### config.mk
export PLATFORM = sky130hd
export DESIGN_NAME = prediction_history
export DESIGN_NICKNAME = d
export VERILOG_FILES = /design/src/rtl/prediction_history.sv
export SDC_FILE = /design/constraint.sdc
export NUM_CORES = 1
export LEC_CHECK = 0
export CAP_MARGIN = 20
export CORE_ASPECT_RATIO = 0.75
export CORE_UTILIZATION = 33
export CTS_CLUSTER_SIZE = 8
export DETAILED_ROUTE_END_ITERATION = 12
export GPL_ROUTABILITY_DRIVEN = 0
export GPL_TIMING_DRIVEN = 0
export PLACE_DENSITY = 0.51
export RECOVER_POWER = 25
export SYNTH_ARGS = -nofsm -noshare
export SYNTH_HDL_FRONTEND = slang
export SYNTH_SLANG_ARGS = --single-unit
### constraint.sdc
create_clock -name clk -period 2.4 [get_ports clk]
set_clock_uncertainty 0.05 [all_clocks]
set_input_delay 0.48 -clock clk [delete_from_list [all_inputs] [get_ports clk]]
set_output_delay 0.48 -clock clk [all_outputs]
set_load 0.01 [all_outputs]
### src/rtl/prediction_history.sv
// Circular log of recent inference results with a four-command UART query
// front end (latest, count, dump, clear).
module prediction_history #(
    parameter int         DEPTH      = 16,
    parameter int         DIGIT_W    = 4,
    parameter logic [7:0] CMD_LATEST = 8'hCC,
    parameter logic [7:0] CMD_COUNT  = 8'hCD,
    parameter logic [7:0] CMD_DUMP   = 8'hCE,
    parameter logic [7:0] CMD_CLEAR  = 8'hCF
) (
    input  logic                     clk,
    input  logic                     rst,
    input  logic                     wr_en,
    input  logic [DIGIT_W-1:0]       wr_digit,
    input  logic [7:0]               rx_data,
    input  logic                     rx_ready,
    output logic [7:0]               tx_data,
    output logic                     tx_send,
    input  logic                     tx_busy,
    output logic [DIGIT_W-1:0]       latest_digit,
    output logic [$clog2(DEPTH):0]   count,
    output logic [15:0]              total_count,
    output logic                     busy
);

    localparam int AW = $clog2(DEPTH);
    localparam int CW = AW + 1;

    typedef enum logic [2:0] {
        S_IDLE,
        S_LOAD,
        S_SEND,
        S_WAIT_ACK,
        S_WAIT_DONE,
        S_FETCH
    } state_t;

    state_t state;
    state_t state_nx;

    logic [DIGIT_W-1:0] mem [DEPTH];
    logic [DIGIT_W-1:0] rd_data;
    logic [AW-1:0]      wr_ptr;
    logic [AW-1:0]      rd_idx;
    logic [CW-1:0]      n_bytes;
    logic [7:0]         cmd;
    logic [7:0]         hdr;
    logic [7:0]         hdr_nx;
    logic [7:0]         count_byte;
    logic               first;
    logic               known;
    logic               clr;
    logic               is_dump;

    assign known = (rx_data == CMD_LATEST) || (rx_data == CMD_COUNT) ||
                   (rx_data == CMD_DUMP)   || (rx_data == CMD_CLEAR);
    assign is_dump = (cmd == CMD_DUMP);
    assign clr     = (state == S_LOAD) && (cmd == CMD_CLEAR);

    always_comb begin
        count_byte = 8'(count);
        if (32'(count) > 32'd255) begin
            count_byte = 8'hFF;
        end
    end

    always_comb begin
        hdr_nx = 8'h00;
        unique case (1'b1)
            cmd == CMD_LATEST:
                hdr_nx = (count == '0) ? 8'hFF : 8'(latest_digit);
            cmd == CMD_COUNT:  hdr_nx = count_byte;
            cmd == CMD_DUMP:   hdr_nx = count_byte;
            cmd == CMD_CLEAR:  hdr_nx = 8'hAA;
            default:           hdr_nx = 8'h00;
        endcase
    end

    // Log storage; the bypass keeps dump reads live against a same-cycle write.
    always_ff @(posedge clk) begin
        if (wr_en) begin
            mem[wr_ptr] <= wr_digit;
        end
        if (wr_en && (wr_ptr == rd_idx)) begin
            rd_data <= wr_digit;
        end else begin
            rd_data <= mem[rd_idx];
        end
    end

    always_ff @(posedge clk or negedge rst) begin
        if (!rst) begin
            wr_ptr       <= '0;
            count        <= '0;
            total_count  <= '0;
            latest_digit <= '0;
        end else begin
            if (wr_en) begin
                wr_ptr <= wr_ptr + AW'(1);
            end
            if (clr) begin
                count        <= wr_en ? CW'(1) : '0;
                total_count  <= wr_en ? 16'd1 : 16'd0;
                latest_digit <= wr_en ? wr_digit : '0;
            end else if (wr_en) begin
                latest_digit <= wr_digit;
                if (count != CW'(DEPTH)) begin
                    count <= count + CW'(1);
                end
                if (total_count != 16'hFFFF) begin
                    total_count <= total_count + 16'd1;
                end
            end
        end
    end

    always_ff @(posedge clk or negedge rst) begin
        if (!rst) begin
            state <= S_IDLE;
        end else begin
            state <= state_nx;
        end
    end

    always_ff @(posedge clk or negedge rst) begin
        if (!rst) begin
            cmd     <= '0;
            hdr     <= '0;
            n_bytes <= '0;
            rd_idx  <= '0;
            first   <= 1'b0;
        end else begin
            if ((state == S_IDLE) && rx_ready && known) begin
                cmd <= rx_data;
            end
            if (state == S_LOAD) begin
                hdr     <= hdr_nx;
                first   <= 1'b1;
                n_bytes <= is_dump ? (count + CW'(1)) : CW'(1);
                // One slot before the oldest: the header byte advances it.
                rd_idx  <= wr_ptr - AW'(count) - AW'(1);
            end
            if ((state == S_WAIT_DONE) && !tx_busy) begin
                n_bytes <= n_bytes - CW'(1);
                rd_idx  <= rd_idx + AW'(1);
                first   <= 1'b0;
            end
        end
    end

    always_comb begin
        state_nx = state;
        tx_send  = 1'b0;
        tx_data  = 8'h00;
        busy     = (state != S_IDLE);
        unique case (state)
            S_IDLE: begin
                if (rx_ready && known) begin
                    state_nx = S_LOAD;
                end
            end
            S_LOAD: begin
                state_nx = S_SEND;
            end
            S_SEND: begin
                tx_data = first ? hdr : 8'(rd_data);
                if (!tx_busy) begin
                    tx_send  = 1'b1;
                    state_nx = S_WAIT_ACK;
                end
            end
            S_WAIT_ACK: begin
                if (tx_busy) begin
                    state_nx = S_WAIT_DONE;
                end
            end
            S_WAIT_DONE: begin
                if (!tx_busy) begin
                    state_nx = (n_bytes == CW'(1)) ? S_IDLE : S_FETCH;
                end
            end
            S_FETCH: begin
                state_nx = S_SEND;
            end
            default: begin
                state_nx = S_IDLE;
            end
        endcase
    end

endmodule

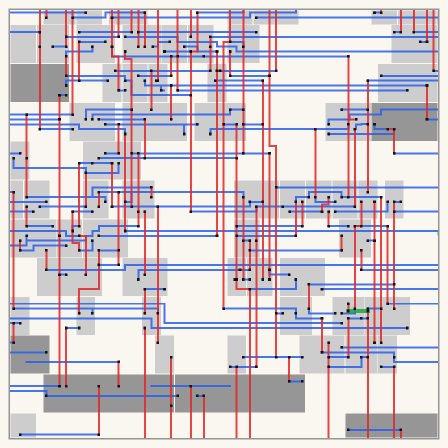
**Above:** run 1 (zoomed window).
Window x 63 to 93, y 20 to 50 µm. Cells in grey, sequential cells in the stronger grey; small squares are vias.
M3: shown in green. M2: shown in red. M1: shown in blue.
Sequential cells in the window: 4. Netlist names of flops here include `cmd` (2). 54 logic cells have their middle in the window.

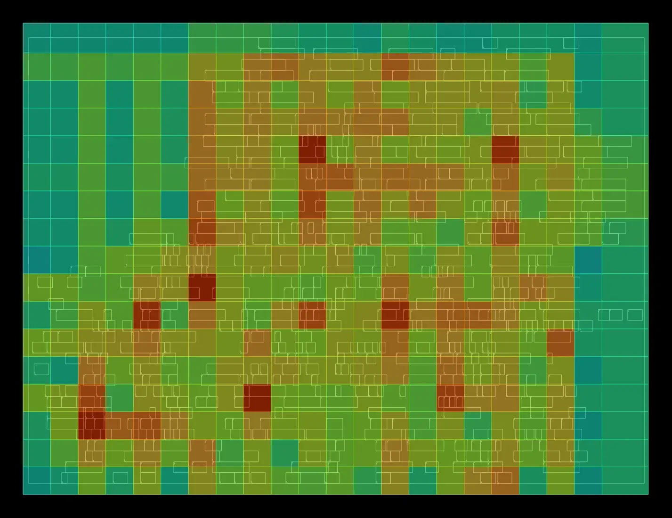
**Above:** run 1 (track usage over the die).
all-layer global routing usage: 16.7%
layer carrying the most global-route usage: met1
met2 Usage GRT: 22.0%
average wire per cell in the routed design: 17.6 µm
grt met1 use: 25.9%

==> flow_summary.toml, run 1 <==
# flow metrics
[logic_synthesis]
muxShareOfSynthArea_pct = 8.71
synth-seq-area-share_pct = 58.0
adder_share_pct = 3.09
synth_nets = 504
netlist_logic_family_top = "simple AND/OR/NAND/NOR gates"
postSynthAreaPerCell_um2 = 12.5
synth.top_cells.by_area = "sky130_fd_sc_hd__edfxtp_1 (33%), sky130_fd_sc_hd__dfrtp_1 (24%), sky130_fd_sc_hd__mux4_2 (6.1%), sky130_fd_sc_hd__ha_1 (2.8%), sky130_fd_sc_hd__nand2_1 (2.7%)"
synth_area_leader_cell = "sky130_fd_sc_hd__edfxtp_1"
count_of_library_flops_with_an_enable_pin = 64
synth-xor-area-share_pct = 1.78
synthesis.area_um2 = 5910
common_cells = "sky130_fd_sc_hd__edfxtp_1 (64), sky130_fd_sc_hd__dfrtp_1 (57), sky130_fd_sc_hd__nand2_1 (42)"
yosys.area.top_type_share_pct = 32.5

[clocking]
hold_buffer_count_at_cts = 0
clock_tree_buffer_depth = 2
cts_num_sinks = 125
cts-buffers-inserted = 17
cts.root.buffer_cell = "sky130_fd_sc_hd__clkbuf_16"
cts_tree = "yes"
worst_skew_late_latency_ns = 0.42

[sta]
finalHoldViolations = 0
setup_total_neg_slack_ns = -1.33
rsz0062_at_grt = "true"
slew_headroom_pct = -13.8
finalSetupViolCount = 4
worst_slack_ns = -0.354
fmax_mhz = 363
final-max-slew-violation-count = 31
final_period_minus_worst_setup_slack_ns = 2.75

[final_layout]
layout.cells.non_filler = 799
max_flop_register = "mem"
number_of_multi_input_combinational_cells_in_the_layout = 310
finish.net_count = 581
n_all_inverters = 11
num-nonclk-buffers = 85
combinational_share_of_cell_area_pct = 31.6
reg_top3 = "mem x64, total_count x16, cmd x8"
drive_above_1_share_pct = 20.2
fill_cells = 1581
final.clkbuf_count = 18
largest_reg_flops = 64
seq_cell_count = 125
synthToLayoutAreaGrowth_pct = 26.0
postLayoutCellArea_um2 = 7440
clockNetworkAreaShare_pct = 7.90
sh_seq_area_pct = 46.1

[setup_path]
cp_top_family = "multiplexers"
critPathCapture = "tx_data[2]"
worstSetupPathDepth = 7
worstPathMaxFanout = 5
worstReg2RegStart = "state[2]"
timing.rr.end = "total_count[7]"
critical_path.slowest_cell = "sky130_fd_sc_hd__mux4_2"
worst_r2r_path_depth = 6
crit_path_frequent_cell = "sky130_fd_sc_hd__buf_6"
arrival_ns = 2.22
slowest_delay_ns = 0.54
timing.critical_path.from_type = "flip-flop"
critical_path_class = "reg2out"

[die]
io-pin-count = 52
core_region_area_um2 = 17200
rows = 41
tapcell.inserted = 236
die_x_um = 156
die_y_um = 118

[global_routing]
maximum_number_of_pins_on_one_net_before_global_route_repair = 31
use_met3_pct = 4.16
grt_pass1_vias = 4069
global_route_wire_length_before_repair_um = 22900

[power_and_ir_drop]
p_int_uw = 5480
static-leakage-power_uw = 0.00285
power.density_nw_per_um2 = 1100
reg_power_share_pct = 35.7
pwr-share-comb_pct = 33.2
power.net_switching_uw = 2730
irDropWorstVdd_mv = 0.498
fin_total_pwr_uw = 8210
clock_network_fraction_of_total_power_pct = 31.1

[placed_design]
preCtsSetupSlack_ns = -0.791
detailed_place_hpwl_um = 9720
placed_cells = 761

[run_status]
outcome = "finished with violations"
violations = "capacitance limit, slew limit, setup timing"

[detailed_routing]
via_per_inst = 5.14
route.final.wire_length_um = 14100
antenna_viol_nets_final = 0
remaining_drc_errors = 0

[run]
openroad.warnings = 33
drv_cap = 1
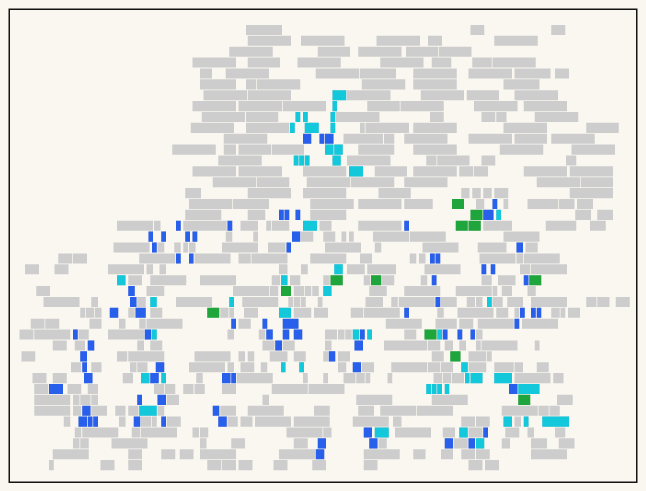
**Above:** run 1 (selected gate families).
Scale: 4 px per µm.
non-inverting ao/oa cells: shown in green, cells 12, most used a31o_2. nor cells: shown in cyan, cells 49, most used nor2_1. nand cells: shown in blue, cells 80, most used nand2_1.

==> run 1: power groups by stage <==
stage                     combinational, µW  clock [µW]  sequential [µW]
after global routing                   3000        2720             2990
final                                  2720        2550             2930
after detailed placement               2510           0             2940
after global placement                 2480           0             2940
after floorplan                        1670           0             2890
after CTS                              2700        2610             2940
==> run 1: layer usage <==
| metal | wire [µm] | up-vias | part of all wire [%] |
|---|---|---|---|
| li1 | - | 1944 | - |
| met5 | 0 | - | 0 |
| met1 | 7460 | 2057 | 53 |
| met2 | 5850 | 90 | 42 |
| met3 | 560 | 16 | 4.0 |
| met4 | 191 | 0 | 1.4 |
==> run 1: cell usage in the layout, fill, tap and decap left out, types with 3 or more instances in the layout <==
cell                              count
sky130_fd_sc_hd__edfxtp_1            64
sky130_fd_sc_hd__dlygate4sd3_1        3
sky130_fd_sc_hd__or4_1                7
sky130_fd_sc_hd__o22ai_1              8
sky130_fd_sc_hd__ha_1                13
sky130_fd_sc_hd__a21oi_1             24
sky130_fd_sc_hd__mux2_2               3
sky130_fd_sc_hd__or3_1                9
sky130_fd_sc_hd__xor2_1               3
sky130_fd_sc_hd__clkbuf_16           17
sky130_fd_sc_hd__o211ai_1             3
sky130_fd_sc_hd__mux4_2              16
sky130_fd_sc_hd__clkdlybuf4s50_1     37
sky130_fd_sc_hd__nor2_2               3
sky130_fd_sc_hd__dfrtp_1             57
sky130_fd_sc_hd__mux2i_1             10
sky130_fd_sc_hd__a31o_2               8
sky130_fd_sc_hd__clkinvlp_4           4
sky130_fd_sc_hd__nand3_1             13
sky130_fd_sc_hd__nor2b_1              5
sky130_fd_sc_hd__buf_4               10
sky130_fd_sc_hd__nor2_1              24
sky130_fd_sc_hd__inv_6                5
sky130_fd_sc_hd__xnor2_1              9
sky130_fd_sc_hd__inv_1               11
sky130_fd_sc_hd__nand2_1             42
sky130_fd_sc_hd__and2_1               5
sky130_fd_sc_hd__clkbuf_1            12
sky130_fd_sc_hd__nor3_2               4
sky130_fd_sc_hd__o31ai_1              4
sky130_fd_sc_hd__and4_1               3
sky130_fd_sc_hd__nand2b_1             9
sky130_fd_sc_hd__buf_6                7
sky130_fd_sc_hd__nor3_1               4
sky130_fd_sc_hd__buf_2                5
sky130_fd_sc_hd__nand4_1             12
sky130_fd_sc_hd__dlygate4sd2_1        5
sky130_fd_sc_hd__o21ai_0             20
sky130_fd_sc_hd__a22oi_1              4
==> run 1: repair_timing <==
item | in CTS | in global routing
setup buffers | 5 | 1
pin swaps | 6 | 2
endpoints found under the setup margin | 57 | 36
gates cloned | 1 | 0
resized | 42 | 10
==> run 1: worst min path at each step <==
| stage | start | endpoint | slack, ns | depth (start not counted) |
|---|---|---|---|---|
| 2_1_floorplan | rst | cmd[0] | 0.13 | 0 |
| 3_3_place_gp | rd_idx[3] | flip-flop | 0.36 | 0 |
| 3_5_place_dp | rd_idx[3] | flip-flop | 0.37 | 0 |
| 4_1_cts | rst | total_count[10] | 0.07 | 1 |
| 5_1_grt | rd_idx[3] | flip-flop | 0.40 | 0 |
| 6_report | rd_idx[3] | flip-flop | 0.37 | 0 |
**Run 1: signal metal coverage by tile**

Scale: 2 px per µm. 31 x 24 tiles, from white (low) to dark blue (high), scaled to the fullest tile. Values are wire area over tile area, all layers added.
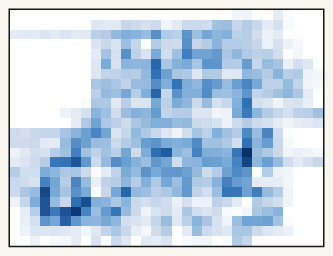

==> run 1 -> run 2 <==
--- a/config.mk
+++ b/config.mk
@@ -14,4 +14,2 @@
 export GPL_TIMING_DRIVEN = 0
-export PLACE_DENSITY = 0.51
-export RECOVER_POWER = 25
 export SYNTH_ARGS = -nofsm -noshare
==> constraint.sdc (replaced) <==
create_clock -name clk -period 2.4 [get_ports clk]
set_clock_uncertainty 0.05 [all_clocks]
set_input_delay 0.6 -clock clk [delete_from_list [all_inputs] [get_ports clk]]
set_output_delay 0.6 -clock clk [all_outputs]
set_load 0.01 [all_outputs]
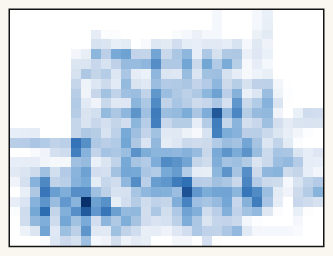
**Above:** run 2 (signal metal coverage by tile).
Scale: 2 px per µm. 31 x 24 tiles, from white (low) to dark blue (high), scaled to the fullest tile. Values are wire area over tile area, all layers added.
28% of the tiles are nearly empty. 9.5% of the tiles are over half the peak. The mean over all tiles is 0.12.
all-layer global routing usage: 16.0%
total wire length after detailed routing: 14,000 µm
vias post-DR: 4,162
average wire per cell in the routed design: 17.5 µm

==> run 2 against run 1 <==
The run ends with setup timing left. Synthesized cell count did not move. Setup slack got worse by 0.13 ns. Final area increased by 1.4%. Clock-buffer cell count down 1. Critical path depth did not move. Clock power increased by 11%. First-iteration DRC count decreased by 8.1%. Critical endpoint unchanged. Flip-flop count is the same. Combinational power increased by 1%.
==> flow_summary.toml, run 2 <==
# flow metrics
[sta]
min_period_over_period_pct = 120
slew_headroom_pct = 43.0
final-max-slew-violation-count = 0
worst_slack_ns = -0.484
finalSetupViolCount = 4
final_period_minus_worst_setup_slack_ns = 2.88
fmax_mhz = 347

[power_and_ir_drop]
power.net_switching_uw = 2780
clock_network_fraction_of_total_power_pct = 33.1
power.density_nw_per_um2 = 1130
irDropWorstVdd_mv = 0.534
reg_power_share_pct = 34.5

[clocking]
cts-buffers-inserted = 17
cts_tree = "yes"
cts.root.buffer_cell = "sky130_fd_sc_hd__clkbuf_16"
clock_tree_buffer_depth = 2
worst_skew_late_latency_ns = 0.42
cts_num_sinks = 125

[logic_synthesis]
muxShareOfSynthArea_pct = 8.71
count_of_library_flops_with_an_enable_pin = 64
netlist_logic_family_top = "simple AND/OR/NAND/NOR gates"
synth_nets = 504
synth-xor-area-share_pct = 1.78
synth-seq-area-share_pct = 58.0
yosys.area.top_type_share_pct = 32.5
synth.top_cells.by_area = "sky130_fd_sc_hd__edfxtp_1 (33%), sky130_fd_sc_hd__dfrtp_1 (24%), sky130_fd_sc_hd__mux4_2 (6.1%), sky130_fd_sc_hd__ha_1 (2.8%), sky130_fd_sc_hd__nand2_1 (2.7%)"
post-synth-top-count-cell = "sky130_fd_sc_hd__edfxtp_1"
synthesis.area_um2 = 5910
synth_area_leader_cell = "sky130_fd_sc_hd__edfxtp_1"
synth.yosys.num_cells = 473
netlist_instances = 473

[detailed_routing]
remaining_drc_errors = 0
via_per_inst = 5.19
antenna_viol_nets_final = 0

[setup_path]
timing.rr.end = "total_count[4]"
worstReg2RegStart = "state[1]"
critical_path.endpoint_type = "output port"
critical_path_class = "reg2out"
worstPathMaxFanout = 5
worst_r2r_path_depth = 7
arrival_ns = 2.23
timing.critical_path.from_type = "flip-flop"

[global_routing]
layer_carrying_the_most_global_route_usage = "met1"
grt_pass1_vias = 4034
maximum_number_of_pins_on_one_net_before_global_route_repair = 40
met2_usage_pct = 22.0

[placed_design]
placed_cells = 761
detailed_place_hpwl_um = 9730

[die]
rows = 41
die_y_um = 118
die_x_um = 156
io-pin-count = 52
core_region_area_um2 = 17200

[final_layout]
largest_reg_flops = 64
final_layout_top_logic_cells = "sky130_fd_sc_hd__edfxtp_1 (64), sky130_fd_sc_hd__dfrtp_1 (56), sky130_fd_sc_hd__nand2_1 (42)"
reg_top3 = "mem x64, total_count x16, cmd x8"
max_flop_register = "mem"
synthToLayoutAreaGrowth_pct = 27.7
finish.net_count = 584
drive_above_1_share_pct = 21.2

[run_status]
outcome = "finished with violations"
violations = "setup timing"

[run]
openroad.warnings = 33
drv_cap = 0
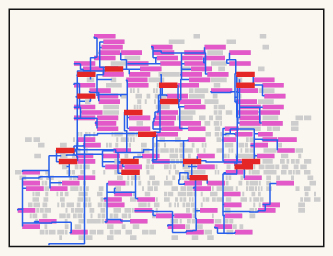
**Above:** run 2 (clock network drawn from the DEF).
Scale: 2 px per µm.
flip-flops: shown in magenta, count 125. clock wires: shown in blue, length 1,570 µm. clock-net drivers: shown in red, count 17.
There are 18 routed clock nets.

[run 2: timing repair]
action | in CTS | in global routing
setup buffers | 9 | 5
resized | 57 | 6
endpoints found under the setup margin | 62 | 60
pin swaps | 5 | 4
cloned | 1 | 0
[run 2: kinds of logic after synthesis]
| kind of cell | Yosys count |
|---|---|
| AOI/OAI and AO/OA | 84 |
| xor gates and xnor gates | 12 |
| adders and majority gates | 14 |
| buffers and inverters | 38 |
| DFF | 125 |
| muxes | 31 |
| and+or+nand+nor | 169 |
[run 2: final cells by class]
cell class | count | area (µm²) | area share, %
clock buffers | 17 | 425 | 5.64
multi-input cells | 310 | 2350 | 31.2
clock inverters | 15 | 223 | 2.95
flip-flops and latches | 125 | 3430 | 45.5
repair buffers | 65 | 644 | 8.54
inverters | 11 | 41.3 | 0.547
plain buffers | 23 | 133 | 1.76
well taps | 236 | 295 | 3.91
[run 2: worst max-delay path by stage]
stage	start	endpoint	slack, ns	cells after the start
finish	flip-flop	tx_data[2]	-0.48	7
global route	flip-flop	tx_data[2]	-0.55	7
CTS	flip-flop	tx_data[1]	-0.51	8
detailed placement	wr_en	mem[2][3]	-0.85	5
global placement	rst	state[1]	-1.13	1
floorplan	flip-flop	tx_data[0]	0.17	6
[run 2: metrics by stage]
| stage | worst slack, ns | util [%] | TNS, ns | total power, µW | hold slack (ns) |
|---|---|---|---|---|---|
| after floorplan | 0.172 | - | 0 | 4560 | 0.254 |
| after global placement | -1.13 | 39.1 | -99.84 | 5360 | 0.356 |
| after detailed placement | -0.851 | 39.1 | -36.92 | 5430 | 0.358 |
| after CTS | -0.513 | 44.0 | -2.01 | 8570 | 0.0818 |
| after global routing | -0.546 | 43.9 | -2.20 | 8960 | 0.0936 |
| final | -0.484 | 43.9 | -1.74 | 8520 | 0.0798 |
[run 2: routing by layer]
| metal | part of all wire (%) | up-vias |
|---|---|---|
| li1 | - | 1957 |
| met1 | 51 | 2075 |
| met2 | 43 | 119 |
| met3 | 5.3 | 11 |
| met4 | 1.1 | 0 |
| met5 | 0 | - |
[run 2: power groups by stage]
| stage | clock (µW) | combinational [µW] | sequential (µW) |
|---|---|---|---|
| 2_1_floorplan | 0 | 1670 | 2890 |
| 3_3_place_gp | 0 | 2440 | 2930 |
| 3_5_place_dp | 0 | 2490 | 2940 |
| 4_1_cts | 2860 | 2760 | 2950 |
| 5_1_grt | 2950 | 3010 | 3000 |
| 6_report | 2820 | 2760 | 2940 |
[run 2: critical path: stages (launching register included)]
cell and delay, ns:
sky130_fd_sc_hd__dfxtp_2 0.32, sky130_fd_sc_hd__buf_6 0.12, sky130_fd_sc_hd__buf_12 0.13, sky130_fd_sc_hd__mux4_2 0.55, sky130_fd_sc_hd__mux2i_2 0.21, sky130_fd_sc_hd__o22ai_1 0.11, sky130_fd_sc_hd__a31o_2 0.25, sky130_fd_sc_hd__buf_6 0.12
Power figures rest on the tool's default switching activity, not on a simulated workload.
